==> images/m4.png <==
Bar = 20 µm.
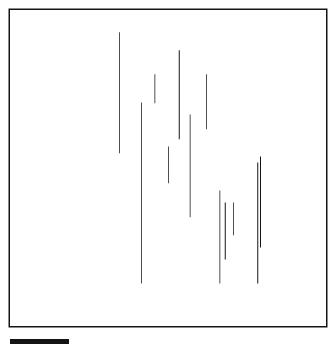
==> images/layers.png <==
Bar = 20 µm.
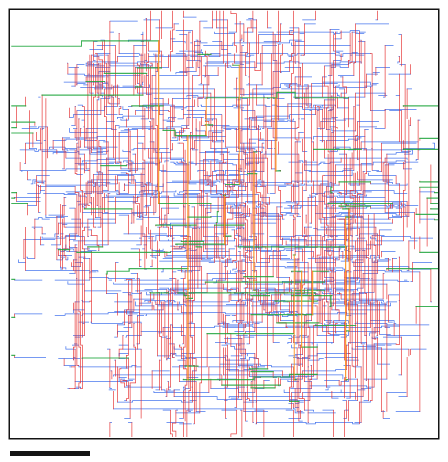
==> images/placed.png <==
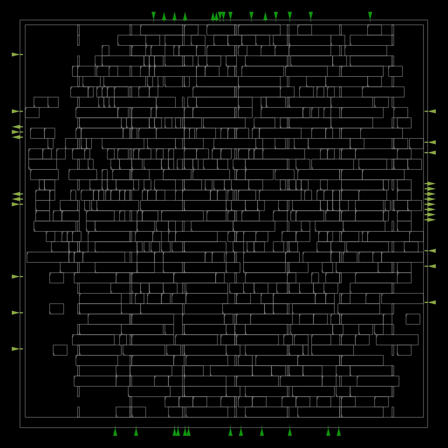
$ cat config.mk
export PLATFORM = sky130hd
export DESIGN_NAME = qk_result_buffer
export DESIGN_NICKNAME = d
export VERILOG_FILES = /design/src/rtl/qk_result_buffer.sv
export SDC_FILE = /design/constraint.sdc
export NUM_CORES = 1
export LEC_CHECK = 0
export CAP_MARGIN = 20
export CORE_UTILIZATION = 60
export CTS_BUF_LIST = sky130_fd_sc_hd__clkbuf_8
export CTS_CLUSTER_SIZE = 12
export DETAILED_ROUTE_END_ITERATION = 16
export PLACE_DENSITY = 0.83
export SLEW_MARGIN = 30
export SYNTH_ARGS = -nofsm -noshare
export SYNTH_HDL_FRONTEND = slang
export SYNTH_SLANG_ARGS = --single-unit
$ cat constraint.sdc
create_clock -name clk -period 9.15 [get_ports clk]
set_input_delay 1.83 -clock clk [delete_from_list [all_inputs] [get_ports clk]]
set_output_delay 1.83 -clock clk [all_outputs]
set_load 0.005 [all_outputs]
$ cat src/rtl/qk_result_buffer.sv
// qk_result_buffer: per-lane FIFOs for QK results, merged onto one round-robin output stream.
// Latency: a push into an idle, empty buffer shows up on out_valid one edge after the push edge.
// Backpressure: out_ready=0 freezes the presented result; a push into a full lane is dropped and flagged in overflow.
//
// Ports:
//   clk, reset          - single clock, synchronous active-high reset
//   write_enable[i]     - push request for lane i; lane i data is the i-th slice of QK_RESULT, lane 0 at the MSB end
//   IS_FULL[i]          - lane i holds DEPTH entries (decoded from registered counts only)
//   overflow[i]         - sticky: a push to lane i was dropped; cleared by clear_overflow
//   out_valid/out_ready - valid/ready handshake for out_data/out_lane
//   out_data, out_lane  - popped result and the lane it came from
module qk_result_buffer #(
    parameter int OUTPUT_WIDTH = 9,
    parameter int MATRIX_SIZE  = 3,
    parameter int DEPTH        = 4,   // power of two, >= 2
    localparam int LANE_W      = (MATRIX_SIZE > 1) ? $clog2(MATRIX_SIZE) : 1
) (
    input  logic                                clk,
    input  logic                                reset,
    input  logic [MATRIX_SIZE-1:0]              write_enable,
    input  logic [MATRIX_SIZE*OUTPUT_WIDTH-1:0] QK_RESULT,
    output logic [MATRIX_SIZE-1:0]              IS_FULL,
    output logic [MATRIX_SIZE-1:0]              overflow,
    input  logic                                clear_overflow,
    output logic                                out_valid,
    input  logic                                out_ready,
    output logic [OUTPUT_WIDTH-1:0]             out_data,
    output logic [LANE_W-1:0]                   out_lane
);

    localparam int PTR_W = $clog2(DEPTH);
    localparam int CNT_W = $clog2(DEPTH + 1);

    typedef enum logic {
        ST_IDLE = 1'b0,
        ST_SEND = 1'b1
    } state_t;

    // ------------------------------------------------------------------
    // State
    // ------------------------------------------------------------------
    logic [OUTPUT_WIDTH-1:0] r_mem    [MATRIX_SIZE][DEPTH];
    logic [PTR_W-1:0]        r_wr_ptr [MATRIX_SIZE];
    logic [PTR_W-1:0]        r_rd_ptr [MATRIX_SIZE];
    logic [CNT_W-1:0]        r_count  [MATRIX_SIZE];
    logic [MATRIX_SIZE-1:0]  r_overflow;

    state_t                  r_state;
    logic [LANE_W-1:0]       r_rr_ptr;
    logic                    r_out_valid;
    logic [OUTPUT_WIDTH-1:0] r_out_data;
    logic [LANE_W-1:0]       r_out_lane;

    // ------------------------------------------------------------------
    // Per-lane decode
    // ------------------------------------------------------------------
    logic [OUTPUT_WIDTH-1:0] w_lane_dat [MATRIX_SIZE];
    logic [MATRIX_SIZE-1:0]  w_full;
    logic [MATRIX_SIZE-1:0]  w_cnt_nz;
    logic [MATRIX_SIZE-1:0]  w_push;
    logic [MATRIX_SIZE-1:0]  w_drop;
    logic [MATRIX_SIZE-1:0]  w_pop;

    for (genvar i = 0; i < MATRIX_SIZE; i++) begin : g_lane
        // Lane 0 occupies the most significant slice of the packed bus.
        assign w_lane_dat[i] = QK_RESULT[(MATRIX_SIZE-i)*OUTPUT_WIDTH-1 -: OUTPUT_WIDTH];
        assign w_full[i]     = (r_count[i] == CNT_W'(DEPTH));
        assign w_cnt_nz[i]   = (r_count[i] != '0);
        // Fullness is judged on the registered count, so a pop in the same
        // cycle never makes room for a push into a full lane.
        assign w_push[i]     = write_enable[i] & ~w_full[i];
        assign w_drop[i]     = write_enable[i] &  w_full[i];
    end

    assign IS_FULL  = w_full;
    assign overflow = r_overflow;

    // ------------------------------------------------------------------
    // Round-robin selection: candidate k is lane (rr_ptr + k) mod MATRIX_SIZE
    // ------------------------------------------------------------------
    logic [LANE_W-1:0] w_cand [MATRIX_SIZE];

    for (genvar k = 0; k < MATRIX_SIZE; k++) begin : g_cand
        logic [LANE_W:0] w_sum;
        assign w_sum     = {1'b0, r_rr_ptr} + (LANE_W+1)'(k);
        assign w_cand[k] = (w_sum >= (LANE_W+1)'(MATRIX_SIZE))
                         ? LANE_W'(w_sum - (LANE_W+1)'(MATRIX_SIZE))
                         : LANE_W'(w_sum);
    end

    logic              w_any;
    logic [LANE_W-1:0] w_sel;

    // Walk candidates from farthest to nearest so the nearest non-empty lane
    // is the last assignment and therefore wins.
    always_comb begin
        w_any = 1'b0;
        w_sel = '0;
        for (int k = MATRIX_SIZE - 1; k >= 0; k--) begin
            if (w_cnt_nz[w_cand[k]]) begin
                w_any = 1'b1;
                w_sel = w_cand[k];
            end
        end
    end

    // A new head is taken from IDLE whenever anything is stored, and from
    // SEND only when the current result is being accepted.
    logic                    w_take;
    logic [OUTPUT_WIDTH-1:0] w_head;
    logic [LANE_W-1:0]       w_rr_next;

    assign w_take    = w_any & ((r_state == ST_IDLE) | out_ready);
    assign w_head    = r_mem[w_sel][r_rd_ptr[w_sel]];
    assign w_rr_next = (w_sel == LANE_W'(MATRIX_SIZE - 1)) ? '0 : w_sel + LANE_W'(1);

    always_comb begin
        w_pop = '0;
        for (int i = 0; i < MATRIX_SIZE; i++) begin
            w_pop[i] = w_take & (w_sel == LANE_W'(i));
        end
    end

    // ------------------------------------------------------------------
    // Lane FIFO storage (contents need no reset: validity is tracked by count)
    // ------------------------------------------------------------------
    always_ff @(posedge clk) begin
        for (int i = 0; i < MATRIX_SIZE; i++) begin
            if (w_push[i]) begin
                r_mem[i][r_wr_ptr[i]] <= w_lane_dat[i];
            end
        end
    end

    // ------------------------------------------------------------------
    // Lane pointers, counts and sticky overflow
    // ------------------------------------------------------------------
    always_ff @(posedge clk) begin
        if (reset) begin
            for (int i = 0; i < MATRIX_SIZE; i++) begin
                r_wr_ptr[i] <= '0;
                r_rd_ptr[i] <= '0;
                r_count[i]  <= '0;
            end
            r_overflow <= '0;
        end else begin
            for (int i = 0; i < MATRIX_SIZE; i++) begin
                if (w_push[i]) begin
                    r_wr_ptr[i] <= r_wr_ptr[i] + PTR_W'(1);
                end
                if (w_pop[i]) begin
                    r_rd_ptr[i] <= r_rd_ptr[i] + PTR_W'(1);
                end
                case ({w_push[i], w_pop[i]})
                    2'b10:   r_count[i] <= r_count[i] + CNT_W'(1);
                    2'b01:   r_count[i] <= r_count[i] - CNT_W'(1);
                    default: r_count[i] <= r_count[i];
                endcase
            end
            // A drop in the same cycle as a clear still leaves the bit set.
            r_overflow <= (clear_overflow ? '0 : r_overflow) | w_drop;
        end
    end

    // ------------------------------------------------------------------
    // Output FSM
    // ------------------------------------------------------------------
    always_ff @(posedge clk) begin
        if (reset) begin
            r_state     <= ST_IDLE;
            r_rr_ptr    <= '0;
            r_out_valid <= 1'b0;
            r_out_data  <= '0;
            r_out_lane  <= '0;
        end else begin
            case (r_state)
                ST_IDLE: begin
                    if (w_any) begin
                        r_out_data  <= w_head;
                        r_out_lane  <= w_sel;
                        r_out_valid <= 1'b1;
                        r_rr_ptr    <= w_rr_next;
                        r_state     <= ST_SEND;
                    end else begin
                        r_out_valid <= 1'b0;
                    end
                end
                ST_SEND: begin
                    if (out_ready) begin
                        if (w_any) begin
                            r_out_data  <= w_head;
                            r_out_lane  <= w_sel;
                            r_out_valid <= 1'b1;
                            r_rr_ptr    <= w_rr_next;
                        end else begin
                            r_out_valid <= 1'b0;
                            r_state     <= ST_IDLE;
                        end
                    end
                end
                default: begin
                    r_out_valid <= 1'b0;
                    r_state     <= ST_IDLE;
                end
            endcase
        end
    end

    assign out_valid = r_out_valid;
    assign out_data  = r_out_data;
    assign out_lane  = r_out_lane;

endmodule

==> Flow_metrics.wiki <==
=== Physical design figures ===
{| class="wikitable"
! Metric !! Value
|-
| Largest type area fraction || 58.2%
|-
| Net count of the finished layout || 589
|-
| Die Area || 0.0115 mm²
|-
| Vias after detailed routing || about 4.2k
|-
| Utilization of the core after routing || approximately 70%
|-
| Required time of the critical path || between 9 and 10 ns
|-
| Setup TNS || 0 ns
|-
| Leak pwr || 2.72 nW
|-
| Arr. time, crit path || 4.62 ns
|-
| Synth area leaders || edfxtp_1 58%, mux2i_1 6.8%, dfxtp_1 5.4%
|-
| Fraction of layout cells with a size suffix above 1 || a little under a tenth
|-
| Final wirelength || 13,500 µm
|-
| Routed wl met2 || approximately 7000 µm
|-
| Residual DRC || 0
|-
| Wire length of the first global-routing pass || between 20,000 and 25,000 µm
|-
| Dominant register cell in the synthesized netlist || edfxtp_1
|-
| Initial drt markers || 345
|-
| Mean cell area of the mapped netlist || 13.9 µm²
|-
| IO Port Bufs || between 50 and 60
|-
| Actual slew at the worst max-slew pin || 0.955 ns
|-
| Routed wire length per instance || between 15 and 20 µm
|-
| Sequential share of the synthesized area || a little under two thirds
|-
| Total grt overflow || 0
|-
| Sw Pwr || 0.947 mW
|-
| Total count of hold-check failures in the final report || 0
|-
| Reported combinational group power || around 1 mW
|-
| Routed metal-1 wirelength || 5500 µm
|-
| Final ANT Viol Nets || 0
|-
| List of cells traversed by the critical path || clkdlybuf4s50_1 > nand2b_1 > and4_1 > nand3_1 > inv_1 > ha_1 > nor3_1 > a31o_2 > nor2_1 > a221oi_1 > a21oi_1
|-
| Share of total power in the clock network || 18.3%
|-
| Proportion of register bits with asynchronous set or reset after synthesis || 0%
|-
| Post-detailed-route via-to-cell ratio || 6.13
|-
| Detailed-router iteration count before antenna repair || 5
|-
| Total chip power || 2.46 mW
|-
| Clock edge transition at the registers on the reported setup and hold paths || 0.08 ns
|-
| Global-route track usage on met2 || 42.6%
|-
| Quantity of gates resized following cts || 0
|-
| Outcome || finished clean
|-
| Weighted congestion at the end of routability-driven global placement || 0.822
|-
| Total clock buffers created by CTS || 17
|-
| Type of the worst setup path || input pin to flip-flop
|-
| Most common cell after layout, fill and taps aside || edfxtp_1
|-
| Global-route track usage on met3 || 5.15%
|-
| Top library cells by usage in the layout, fill and taps aside || 129 x edfxtp_1, 51 x clkdlybuf4s50_1, 45 x mux2i_1
|-
| Sequential fraction of design power || 40.5%
|-
| Clock net power || 0.451 mW
|-
| Register bit count reported by yosys || 147
|-
| Slowest cell on the critical path || and4_1
|-
| Initial Utilization || 61.4%
|-
| EDFF count, synth || 129
|-
| Die height || 107 µm
|-
| Synthesis warning total || 0
|-
| Clock tree from TritonCTS || built
|-
| Busiest layer in global routing || met2
|-
| Met1 Resource Use GR || between 30% and 40%
|-
| Endpoint type of the worst setup path || flip-flop
|-
| Setup repair after global routing missed its margin || no
|-
| Global routing usage summed across all routing layers || 25.3%
|-
| Worst vdd ir || 164 µV
|-
| Family with the most delay on the worst path || simple AND/OR/NAND/NOR gates
|-
| Largest power group || combinational cells
|-
| Number of top-level design ports || 52
|-
| Final clock period utilization by the worst path || 48.4%
|-
| Final setup violating endpoints || 0
|-
| Filler cells || 726
|-
| Post-CTS setup-driven buffer insertion count || 0
|-
| Launching element type of the critical path || input pin
|-
| Critical-path maximum fanout || 13
|-
| Fmax || 226 MHz
|-
| Cell-internal power || around 1.5 mW
|}
Back to the opening pictures, m4.png:
share of all routed wire: 2.5%
nets with wire on the layer: 9
wire length on this layer: 339 µm
main direction: vertical
longest straight run: 61.2 µm

Back to the opening pictures, layers.png:
| layer | colour | wire length |
|---|---|---|
| M3 | green | 720 µm |
| M4 | orange | 339 µm |
| M2 | red | 6,970 µm |
| M1 | blue | 5,500 µm |

Back to the opening pictures, placed.png:
number of flip-flops and latches: 147
number of rows in the core area: 38
fraction of area in registers: 55.6%
placeable core region: 0.0108 mm²

## final cells by class
type | instances | area (µm²) | share of cell area [%]
Inverter | 24 | 90.1 | 1.18
Tap cell | 140 | 175 | 2.30
Clock buffer | 17 | 234 | 3.07
Sequential cell | 147 | 4230 | 55.6
Multi-Input combinational cell | 286 | 2220 | 29.2
Timing Repair Buffer | 54 | 541 | 7.10
Clock inverter | 15 | 119 | 1.56
## worst paths after layout
| path | end | start | slack, ns | cells past startpoint |
|---|---|---|---|---|
| min | out_lane[1]$_SDFFE_PP0P_ | out_lane[1]$_SDFFE_PP0P_ | 0.47 | 2 |
| min reg2reg | out_lane[1]$_SDFFE_PP0P_ | out_lane[1]$_SDFFE_PP0P_ | 0.47 | 2 |
| max | r_count[2][2]$_DFFE_PP_ | out_ready | 4.72 | 11 |
| max reg2reg | r_count[2][2]$_DFFE_PP_ | r_rr_ptr[0]$_SDFFE_PP0P_ | 5.53 | 13 |
## metrics by stage
step	hold WS (ns)	cell area, µm²	cells
6_report	0.472	7610	683
5_1_grt	0.500	7610	683
4_1_cts	0.481	7610	683
3_5_place_dp	0.462	7260	651
3_3_place_gp	0.463	7250	650
2_1_floorplan	0.453	6660	479
## kinds of logic (layout without fill, tap and decap cells)
kind of cell | Yosys count | in the layout | share of synthesized area [%]
AOI/OAI and AO/OA | 77 | 77 | 9.56
xor gates and xnor gates | 7 | 7 | 0.921
adders and majority gates | 25 | 25 | 4.92
buffers and inverters | 46 | 110 | 3.06
DFF | 147 | 147 | 63.6
muxes | 45 | 45 | 6.76
and+or+nand+nor | 132 | 132 | 11.2
## sequential cells by signal, summed over array words and instances (netlist names)
name and cells:
r_wr_ptr 6, r_count 9, r_state 1, out_lane 2, r_mem 108, overflow 3, out_valid 1, out_data 9
r_rr_ptr 2, r_rd_ptr 6
Power figures rest on the tool's default switching activity, not on a simulated workload.
